--- src/rtl/beta_alu_pkg.sv ---
// Shared definitions for the Beta ALU responder: function codes, FSM states, legality check.
// BETA_ALU_MUL_EN enables function code 2 (iterative multiply).
package beta_alu_pkg;

    localparam logic [3:0] FN_ADD   = 4'h0;
    localparam logic [3:0] FN_SUB   = 4'h1;
    localparam logic [3:0] FN_MUL   = 4'h2;
    localparam logic [3:0] FN_CMPEQ = 4'h4;
    localparam logic [3:0] FN_CMPLT = 4'h5;
    localparam logic [3:0] FN_CMPLE = 4'h6;
    localparam logic [3:0] FN_AND   = 4'h8;
    localparam logic [3:0] FN_OR    = 4'h9;
    localparam logic [3:0] FN_XOR   = 4'hA;
    localparam logic [3:0] FN_XNOR  = 4'hB;
    localparam logic [3:0] FN_SHL   = 4'hC;
    localparam logic [3:0] FN_SHR   = 4'hD;
    localparam logic [3:0] FN_SRA   = 4'hE;

    typedef enum logic [1:0] {
        IDLE = 2'd0,
        BUSY = 2'd1,
        DONE = 2'd2
    } state_t;

    function automatic logic is_legal(input logic [3:0] fn);
        case (fn)
            4'h3, 4'h7, 4'hF: is_legal = 1'b0;
`ifdef BETA_ALU_MUL_EN
            FN_MUL:           is_legal = 1'b1;
`else
            FN_MUL:           is_legal = 1'b0;
`endif
            default:          is_legal = 1'b1;
        endcase
    endfunction

endpackage

--- src/rtl/beta_alu_mul.sv ---
// Iterative shift-add multiplier: one bit of b per cycle, WIDTH cycles from start to done.
// Only instantiated when BETA_ALU_MUL_EN is defined.
module beta_alu_mul #(
    parameter int WIDTH = 32
) (
    input  logic             clk,
    input  logic             reset,
    input  logic             start,
    input  logic [WIDTH-1:0] a,
    input  logic [WIDTH-1:0] b,
    output logic             done,
    output logic [WIDTH-1:0] product
);

    localparam int CW = $clog2(WIDTH);

    logic             busy;
    logic [CW-1:0]    cnt;
    logic [WIDTH-1:0] acc;
    logic [WIDTH-1:0] mcand;
    logic [WIDTH-1:0] mplier;

    // Bit 0 of b is retired in the load cycle so the product is ready WIDTH-1 cycles later,
    // letting the caller register it on the WIDTH-th edge after start.
    always_ff @(posedge clk) begin
        if (reset) begin
            busy <= 1'b0;
            cnt  <= '0;
        end else if (start) begin
            busy   <= 1'b1;
            cnt    <= CW'(WIDTH - 1);
            acc    <= b[0] ? a : '0;
            mcand  <= a << 1;
            mplier <= b >> 1;
        end else if (busy) begin
            if (cnt == '0) begin
                busy <= 1'b0;
            end else begin
                cnt    <= cnt - CW'(1);
                if (mplier[0])
                    acc <= acc + mcand;
                mcand  <= mcand << 1;
                mplier <= mplier >> 1;
            end
        end
    end

    assign done    = busy && (cnt == '0);
    assign product = acc;

endmodule

--- src/rtl/beta_alu_resp.sv ---
// Beta ALU responder: valid/ready request in, valid/ready result out, completed-response counter.
// BETA_ALU_MUL_EN compiles in the BUSY state and the iterative multiplier for code 2.
module beta_alu_resp
    import beta_alu_pkg::*;
#(
    parameter int WIDTH = 32,
    parameter int CNT_W = 16
) (
    input  logic             clk,
    input  logic             reset,
    input  logic             req_valid,
    output logic             req_ready,
    input  logic [3:0]       req_fn,
    input  logic [WIDTH-1:0] req_a,
    input  logic [WIDTH-1:0] req_b,
    output logic             rsp_valid,
    input  logic             rsp_ready,
    output logic [WIDTH-1:0] rsp_data,
    output logic             rsp_ill,
    output logic [CNT_W-1:0] counter
);

    localparam int SH_W = $clog2(WIDTH);

    function automatic logic [WIDTH-1:0] alu_eval(
        input logic [3:0]       fn,
        input logic [WIDTH-1:0] a,
        input logic [WIDTH-1:0] b
    );
        logic signed [WIDTH-1:0] sa;
        logic signed [WIDTH-1:0] sb;
        logic [SH_W-1:0]         sh;
        sa = a;
        sb = b;
        sh = b[SH_W-1:0];
        alu_eval = '0;
        case (fn)
            FN_ADD:   alu_eval = a + b;
            FN_SUB:   alu_eval = a - b;
            FN_CMPEQ: alu_eval = WIDTH'(a == b);
            FN_CMPLT: alu_eval = WIDTH'(sa < sb);
            FN_CMPLE: alu_eval = WIDTH'(sa <= sb);
            FN_AND:   alu_eval = a & b;
            FN_OR:    alu_eval = a | b;
            FN_XOR:   alu_eval = a ^ b;
            FN_XNOR:  alu_eval = ~(a ^ b);
            FN_SHL:   alu_eval = a << sh;
            FN_SHR:   alu_eval = a >> sh;
            FN_SRA:   alu_eval = sa >>> sh;
            default:  alu_eval = '0;
        endcase
    endfunction

    state_t           state;
    logic             accept;
    logic             launch_mul;
    logic             launch_ill;
    logic [WIDTH-1:0] launch_data;

    // In DONE a new request can only enter when the pending result leaves in the same edge.
    always_comb begin
        req_ready = 1'b0;
        if (!reset) begin
            case (state)
                IDLE:    req_ready = 1'b1;
                DONE:    req_ready = rsp_ready;
                default: req_ready = 1'b0;
            endcase
        end
    end

    assign rsp_valid = (state == DONE);
    assign accept    = req_valid && req_ready;

    always_comb begin
        launch_mul  = 1'b0;
`ifdef BETA_ALU_MUL_EN
        launch_mul  = (req_fn == FN_MUL);
`endif
        launch_ill  = !is_legal(req_fn);
        launch_data = launch_ill ? '0 : alu_eval(req_fn, req_a, req_b);
    end

`ifdef BETA_ALU_MUL_EN
    logic             mul_done;
    logic [WIDTH-1:0] mul_product;

    beta_alu_mul #(
        .WIDTH (WIDTH)
    ) u_mul (
        .clk     (clk),
        .reset   (reset),
        .start   (accept && launch_mul),
        .a       (req_a),
        .b       (req_b),
        .done    (mul_done),
        .product (mul_product)
    );
`endif

    always_ff @(posedge clk) begin
        if (reset) begin
            state    <= IDLE;
            rsp_data <= '0;
            rsp_ill  <= 1'b0;
            counter  <= '0;
        end else begin
            if (rsp_valid && rsp_ready)
                counter <= counter + CNT_W'(1);

            if (accept) begin
                if (launch_mul) begin
                    state <= BUSY;
                end else begin
                    state    <= DONE;
                    rsp_data <= launch_data;
                    rsp_ill  <= launch_ill;
                end
            end else begin
                case (state)
`ifdef BETA_ALU_MUL_EN
                    BUSY: begin
                        if (mul_done) begin
                            state    <= DONE;
                            rsp_data <= mul_product;
                            rsp_ill  <= 1'b0;
                        end
                    end
`endif
                    DONE: begin
                        if (rsp_ready)
                            state <= IDLE;
                    end
                    default: ;
                endcase
            end
        end
    end

endmodule

--- config.mk ---
export PLATFORM = sky130hd
export DESIGN_NAME = beta_alu_resp
export DESIGN_NICKNAME = d
export VERILOG_FILES = /design/src/rtl/beta_alu_pkg.sv /design/src/rtl/beta_alu_mul.sv /design/src/rtl/beta_alu_resp.sv
export SDC_FILE = /design/constraint.sdc
export NUM_CORES = 1
export LEC_CHECK = 0
export CELL_PAD_IN_SITES_DETAIL_PLACEMENT = 2
export CELL_PAD_IN_SITES_GLOBAL_PLACEMENT = 2
export CORE_ASPECT_RATIO = 1.2
export CORE_MARGIN = 5
export CORE_UTILIZATION = 34
export DETAILED_ROUTE_END_ITERATION = 16
export MAX_ROUTING_LAYER = met4
export PLACE_DENSITY_LB_ADDON = 0.2
export SLEW_MARGIN = 10
export SYNTH_ARGS = -nofsm -noshare
export SYNTH_HDL_FRONTEND = slang
export SYNTH_SLANG_ARGS = --single-unit
export TNS_END_PERCENT = 50
--- constraint.sdc ---
create_clock -name clk -period 4.9 [get_ports clk]
set_input_delay 0.98 -clock clk [delete_from_list [all_inputs] [get_ports clk]]
set_output_delay 0.98 -clock clk [all_outputs]
set_load 0.02 [all_outputs]
==> flow_metrics.env <==
# physical design summary
export IMPL_status="finished, final reports clean"
export IMPL_cts_hold_fix_buffers=0
export IMPL_grtUsageMet2=0.573
export IMPL_vias=13800
export IMPL_p_comb_w=0.00145
export IMPL_setup_slack_ps=521
export IMPL_reg2reg_depth=10
export IMPL_arrival_ps=4560
export IMPL_yosys_area_um2=11200
export IMPL_ys_top_logic_family="AND-OR/OR-AND gates"
export IMPL_cts_sinks=50
export IMPL_n_antenna_cell=2
export IMPL_clock_root_buffer="clkbuf_16"
export IMPL_synthSimpleGateAreaFrac=0.206
export IMPL_cp_max_fo=6
export IMPL_grt_max_degree=61
export IMPL_taps=412
export IMPL_ir_drop_uv=126
export IMPL_drtPass1Iterations=9
export IMPL_worstReg2RegEnd="rsp_data[24]"
export IMPL_top_area_frac=0.109
export IMPL_nets=1860
export IMPL_busiest_layer="met2"
export IMPL_clkSlewWorstSetupHoldPaths_ps=90
export IMPL_comb_power_share=0.633
export IMPL_rsz0062_at_grt="false"
export IMPL_chipArea_um2=36800
export IMPL_fin_skew_ps=10.9
export IMPL_path_depth=15
export IMPL_n_all_inverters=94
export IMPL_crit_path_start="req_a[0]"
export IMPL_final_cell_mix="nor2_1, nand2_1, a21oi_1"
export IMPL_cts_setup_buffers=0
export IMPL_row_count=73
export IMPL_worstSetupStartpointType="primary input"
export IMPL_logic_area_um2=9340
export IMPL_crit_family="AND-OR/OR-AND gates"
export IMPL_highest_layer="met4"
export IMPL_gr_usage_met3=0.0427
export IMPL_placement_io_buffers=122
export IMPL_whs_ps=472
export IMPL_num_io_pins=123
export IMPL_yosysWarningCount=0
export IMPL_seq_share=0.0743
export IMPL_yosys_top_cells_area="ha_1, dfxtp_1, mux4_2, mux2i_1, a21oi_1"
export IMPL_layout_drive_gt1_share=0.129
export IMPL_clk_latency_ps=320
export IMPL_hold_class="flop to flop"
export IMPL_drc=0
export IMPL_slew_violations=0
export IMPL_logic_gate_count=1294
export IMPL_dp_slack_ps=252
export IMPL_final_util=0.410
export IMPL_crit_required_ps=5080
export IMPL_synth_cell_type_count=83
export IMPL_power_group_top="combinational cells"
export IMPL_buffers_excl_clock=243
export IMPL_path_cells="clkdlybuf4s50_1 > inv_1 > ha_1 > inv_1 > fa_1 > nor2b_1 > o211ai_1 > a211oi_1 > nor3_2 > buf_4 > o31a_1 > a311oi_1 > mux2i_1 > a21oi_1 > nor3_1"
export IMPL_synth_async_reset_ratio=0
export IMPL_yosysCellCount=1565
export IMPL_grt_use_total=0.346
export IMPL_avgViaCountPerCell=6.56
export IMPL_warnings=91
export IMPL_totalWireLength_mm=64.3
export IMPL_drv_cap=0
export IMPL_ys_ff=50
export IMPL_dp_cells=2093
export IMPL_fp_util=0.341
export IMPL_dr_wl_met3_mm=3.80
export IMPL_cts_max_level=2
export IMPL_use_met1=0.427
export IMPL_largest_area_cell="ha_1"
export IMPL_crit_slowest_cell="clkdlybuf4s50_1"
export IMPL_final_common_cell="nor2_1"
export IMPL_first_iter_violations=1260
export IMPL_holdPathStages=2
export IMPL_p_sw_frac=0.497
export IMPL_finalClockPeriodUsage=0.894
export IMPL_fmax_mhz=228
export IMPL_min_from="rsp_data[16]"
export IMPL_ys_seq_frac=0.0892
export IMPL_powerClk_w=0.000409
export IMPL_finalSetupTns_ps=0
export IMPL_cp_endpoint="rsp_data[24]"
export IMPL_muxShareOfSynthArea=0.183
export IMPL_finalHoldViolCount=0
export IMPL_buffer_area_frac=0.157
export IMPL_cts_tree="done"
export IMPL_die_w_um=176
export IMPL_die_height_um=209
export IMPL_worst_pin_slew_ps=891
export IMPL_r2r_slack_ps=2240
export IMPL_cts_buffer_depth=2
export IMPL_comb_share=0.693
export IMPL_xor_share=0.0273
export IMPL_cts_buffers=5
export IMPL_dp_hpwl_mm=51.4
export IMPL_fillers=3875
export IMPL_power_density_nw_per_um2=170
export IMPL_ys_flop_type="dfxtp_1"
export IMPL_edf_count=0
export IMPL_syn_cell_area_um2=11200
export IMPL_wl_met2_mm=30.5
export IMPL_grt_pass1_wl_mm=94.6
export IMPL_slowest_delay_ps=650
export IMPL_seq_power_w=0.000430
export IMPL_antenna_found_initial=2
export IMPL_areaGrowthSynthToFinish_pct=20.0
export IMPL_postPlaceCellArea_um2=13300
export IMPL_design_power_total_w=0.00229
export IMPL_relSlewSlack=0.400
export IMPL_syn_nets=1737
export IMPL_criticalPathCategory="primary input to flop"
export IMPL_wl_met1_mm=26.6
export IMPL_grt_pass1_vias=14400
export IMPL_sequentialPowerShare=0.188
export IMPL_place_congestion=0.991
cells in the mapped netlist, types with 6 or more instances:
master and instances:
a21o_1 25, a22oi_1 12, xor2_1 12, o211ai_1 37
a211oi_1 37, nand2_1 156, o31ai_1 12, o31a_1 6
dfxtp_1 50, mux4_2 43, o21bai_1 12, a31o_2 6
nor3_1 37, nor2b_1 11, a221oi_1 19, nand3_1 29
o21ai_0 88, or3_1 13, o21a_1 7, nand2b_1 27
or2_2 6, and3_1 6, a21oi_1 149, nor2_1 158
clkbuf_1 73, nand4_1 13, or4_1 6, buf_1 19
a31oi_1 21, ha_1 98, mux2i_1 87, xnor2_1 23
mux2_2 14, inv_1 90, buf_2 28, nor4_1 8
o221ai_1 10, o22ai_1 15
state kept, by name (all words and copies together) (netlist names):
name	cells
counter	16
rsp_data	32
rsp_ill	1
state	1
I/O pins on the die edge:
(2 px per um) Pins as bars across the die edge, other pins in grey.
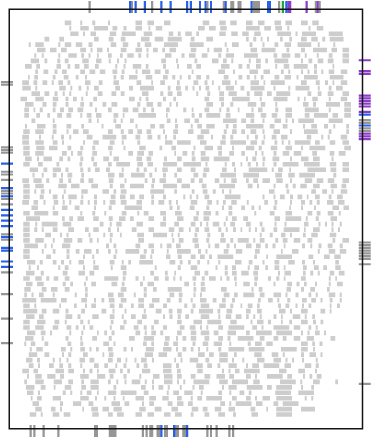
| colour | port | pins | direction | edge |
|---|---|---|---|---|
| blue | `rsp_data` | 32 | output | 15 top, 12 left, 3 bottom, 2 right |
| purple | `counter` | 16 | output | 12 right, 4 top |
| green | `rsp_valid` | 1 | output | top |
all pins by edge: 36 top, 30 bottom, 30 left, 27 right

Nets reached from selected ports:
(1.5 px per um)
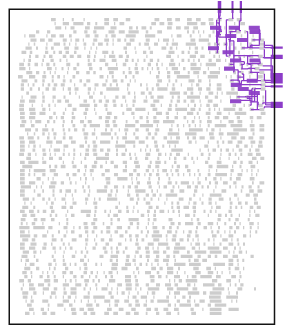
| colour | port | bits | direction | end cells | buffers | wire |
|---|---|---|---|---|---|---|
| purple | `counter` | 16 | output | 16 | 16 | 584 um |

Cell sizes after repair:
(2 px per um)
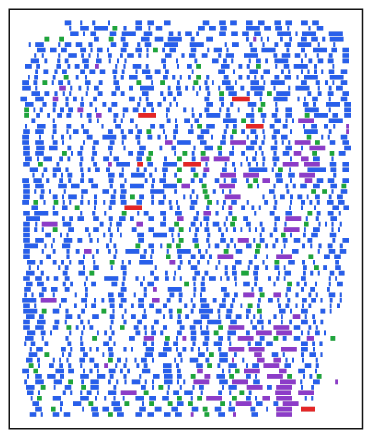
| colour | size | cells | share |
|---|---|---|---|
| red | _6 and larger | 7 | 0.41% |
| blue | _0 and _1 cells | 1471 | 87% |
| green | _3 and _4 cells | 124 | 7.3% |
| purple | _2 cells | 87 | 5.2% |

Metal layers overlaid:
(2 px per um) Two of the layers only.
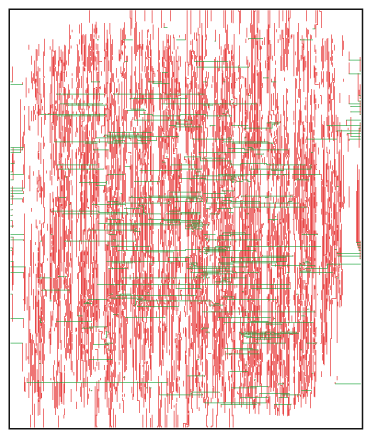
| colour | layer | wire length |
|---|---|---|
| red | metal 2 | 30.5 mm |
| green | metal 3 | 3800 um |

Placement view:
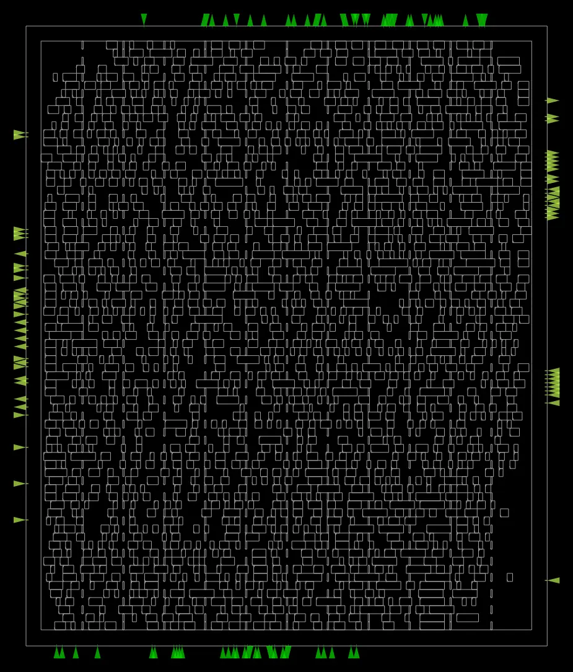
registers: 50
core region area: 32900 um^2
fin cells: 2103

